==> config.mk <==
export PLATFORM = sky130hd
export DESIGN_NAME = mem_arbiter
export DESIGN_NICKNAME = d
export VERILOG_FILES = /design/src/rtl/mem_arbiter.sv
export SDC_FILE = /design/constraint.sdc
export NUM_CORES = 1
export LEC_CHECK = 0
export CAP_MARGIN = 20
export CORE_MARGIN = 8
export CORE_UTILIZATION = 36
export DETAILED_ROUTE_END_ITERATION = 8
export PLACE_DENSITY = 0.79
export SYNTH_ARGS = -nofsm -noshare
export SYNTH_HDL_FRONTEND = slang
export SYNTH_SLANG_ARGS = --single-unit
==> constraint.sdc <==
create_clock -name clk_i -period 1.29 [get_ports clk_i]
set_input_delay 0.258 -clock clk_i [delete_from_list [all_inputs] [get_ports clk_i]]
set_output_delay 0.258 -clock clk_i [all_outputs]
set_load 0.05 [all_outputs]
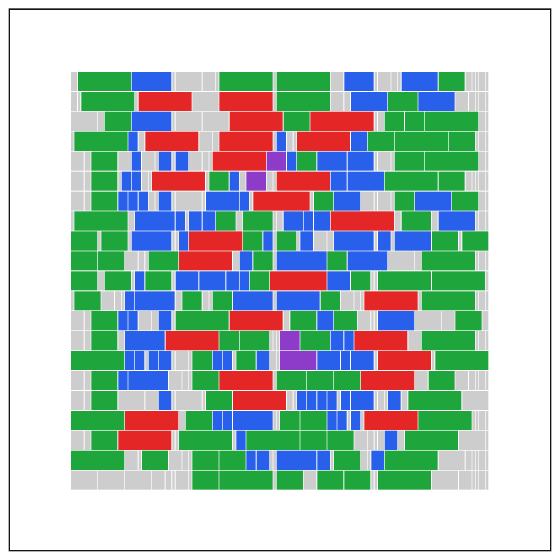
*Placed cells, one colour a class*
Fill, decap, tap and diode cells in grey.
Key: blue = remaining logic cells [cells 97]; green = remaining buffers and delay cells [cells 102]; red = registers [cells 26]; purple = clock drivers and dummy loads [cells 4]
post-layout util: 80.0%
Seq area share: 20.4%
Core Region: 3260 sq um
site row count: 21

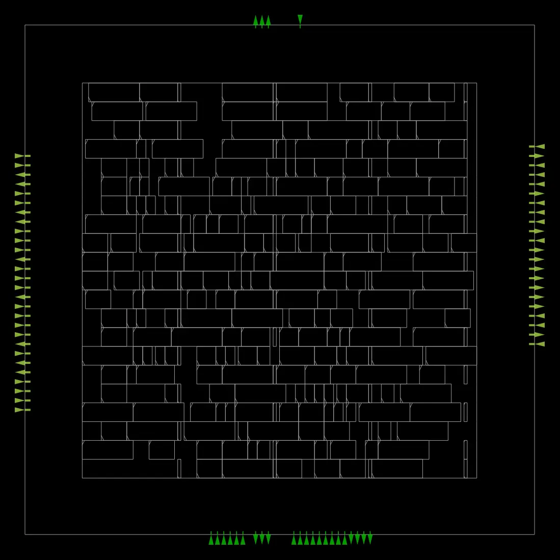
*Placed standard cells*
FF+latch count: 26
tally of non-filler cells in the final layout: 275

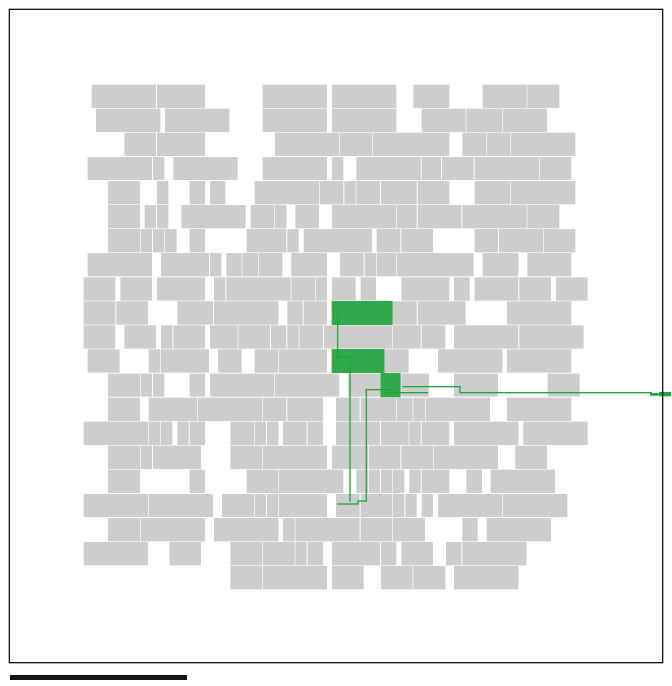
*Nets reached from selected ports*
Bar = 20 um.
Key: green = `req1_i` [bits 1, direction input, edge east, end cells 3, buffers 2, wire 76.6 um]
I/O pin cnt: 76
count of input and output buffers: 75

==> results.json <==
{
  "outcome": "complete, but fails checks",
  "violations": "negative setup slack",
  "gp_congestion": 0.770,
  "period_minus_slack_ns": 1.45,
  "skew_ns": 0.0102,
  "cts_tree": "built",
  "ys_ff": 26,
  "design_area_sq_um": 2610,
  "synth.mux.area_fraction_pct": 1.67,
  "grt_overflow_total": 0,
  "synthesis.nets": 179,
  "power_leakage_nw": 1.07,
  "clkSlewWorstSetupHoldPaths_ns": 0.13,
  "rsz0062_at_grt": "yes",
  "ant_nets": 0,
  "wl_met2_um": 2380,
  "antenna_found_initial": 0,
  "pre_cts_ws_ns": -0.394,
  "grt_max_degree": 20,
  "chipArea_sq_um": 5430,
  "ir_worst_vdd_uv": 655,
  "routedWlPerCell_um": 17.0,
  "finalPower_mw": 2.65,
  "die_y_um": 73.7,
  "grt_use_total_pct": 17.1,
  "synth_seq_share_pct": 43.5,
  "cts_made_buffers": 3,
  "dr.pass1.iters": 4,
  "period_used_pct": 113,
  "synth_area_per_cell_sq_um": 9.00,
  "dr_wl_met3_um": 383,
  "ys.flop_type": "dfxtp_1",
  "worstPathRequired_ns": 1.03,
  "drc": 0,
  "holdCritPathClass": "flop to flop",
  "clk_latency_ns": 0.32,
  "die_w_um": 73.7,
  "ys_sh_aoi_pct": 28.2,
  "cp_cell_sequence": "nor2_4 > buf_6 > nor2b_4 > buf_12",
  "simple_gate_share_pct": 20.1,
  "viasPerCell": 5.09,
  "edf_count": 0,
  "p_per_area_nw_per_um2": 1020,
  "fmax_ghz": 0.688,
  "root_buffer": "clkbuf_4",
  "dpl.hpwl_um": 3560,
  "final-hold-violation-count": 0,
  "use_met3_pct": 6.00,
  "max_slew_margin_pct": 75.4,
  "worstPathMaxFanout": 5,
  "num_vias": 1400,
  "clock-sinks": 26,
  "ys_sh_adder_pct": 0,
  "top_cells_by_area": "dfxtp_1 43%, a311oi_2 11%, nand2_1 11%",
  "setup_ws_ns": -0.163,
  "maxCapViolCount": 0,
  "top_cell_area_share_pct": 43.5,
  "drt-met1-wl_um": 1810,
  "placed_area_sq_um": 2430,
  "synth_cell_types": 23,
  "r2r_setup_slack_ns": 0.10,
  "grt_pass1_wl_um": 7180,
  "fp_util_pct": 36.8,
  "synth_cells": 133,
  "setup_viol": 9,
  "synth_area_leader_cell": "dfxtp_1",
  "tightest_slew_ns": 0.368,
  "finalMaxSlewViolations": 0,
  "log.warning_count": 28,
  "ff2ff_path_depth": 5,
  "cts_buffer_depth": 2,
  "logic_family": "AND-OR/OR-AND gates",
  "wirelength_um": 4680,
  "end_kind": "output port",
  "drive_gt1_share_pct": 41.0,
  "min_path_cells": 1,
  "met1_usage_pct": 17.0,
  "critPathLaunchType": "flop",
  "max_stage_delay_ns": 0.37,
  "synth_area_sq_um": 1200,
  "initialDrtViolationCount": 39,
  "diodes": 0,
  "top_cells_by_count": "34 x nand2_1, 26 x dfxtp_1, 18 x a21oi_1",
  "gr-usage-met2_pct": 31.5,
  "layout.nets": 276,
  "grt_pass1_vias": 1508,
  "synthArstFlopShare_pct": 0
}
[where the power goes]
| part | switching, mW | internal, mW | leakage (nW) | total [mW] |
|---|---|---|---|---|
| sequential | 0.0945 | 0.886 | 0.217 | 0.980 |
| combinational | 0.603 | 0.651 | 0.829 | 1.25 |
| clock | 0.239 | 0.173 | 0.0210 | 0.412 |
| total | 0.937 | 1.71 | 1.07 | 2.65 |
[layout by cell type (no fill, tap or decap)]
cell,n
buf_6,8
buf_12,29
a21bo_4,1
a21oi_1,18
a311oi_1,4
nand2_1,34
nand3_1,1
a311oi_2,12
dfxtp_1,22
nor3b_1,1
a21boi_4,1
clkbuf_8,1
dlygate4sd2_1,1
nor2_4,2
buf_4,20
nor2b_1,2
and2_1,1
a211oi_2,1
dfxtp_4,2
or2_1,1
nor2b_4,8
a21bo_2,1
inv_2,2
clkdlybuf4s50_1,44
dfxtp_2,2
and2_4,1
inv_1,1
clkbuf_4,3
mux2i_1,2
nor2_1,3
[critical path: cells and delay by family (launching register included)]
family / cells / cell delay, ns
and+or+nand+nor: 2 / 0.21
DFF: 1 / 0.37
buffers and inverters: 2 / 0.29
[through the flow]
step / instances / TNS [ns]
2_1_floorplan: 133 / 0
3_3_place_gp: 262 / -5.96
3_5_place_dp: 262 / -7.25
4_1_cts: 275 / -1.23
5_1_grt: 275 / -1.83
6_report: 275 / -1.29
[area by class of cell]
type / instances / area (sq um)
Fill cell: 210 / 652
Timing Repair Buffer: 102 / 1270
Tap cell: 46 / 57.6
Inverter: 3 / 11.3
Clock buffer: 4 / 36.3
Sequential cell: 26 / 531
Multi-Input combinational cell: 94 / 701
[timing repair]
action,CTS,global route
endpoints found under the setup margin,26,12
buffers inserted,8,0
endpoints found under the hold margin,0,0
pin swaps,5,0
resized,20,3
gates cloned,1,0
Power and IR drop assume default switching activity.
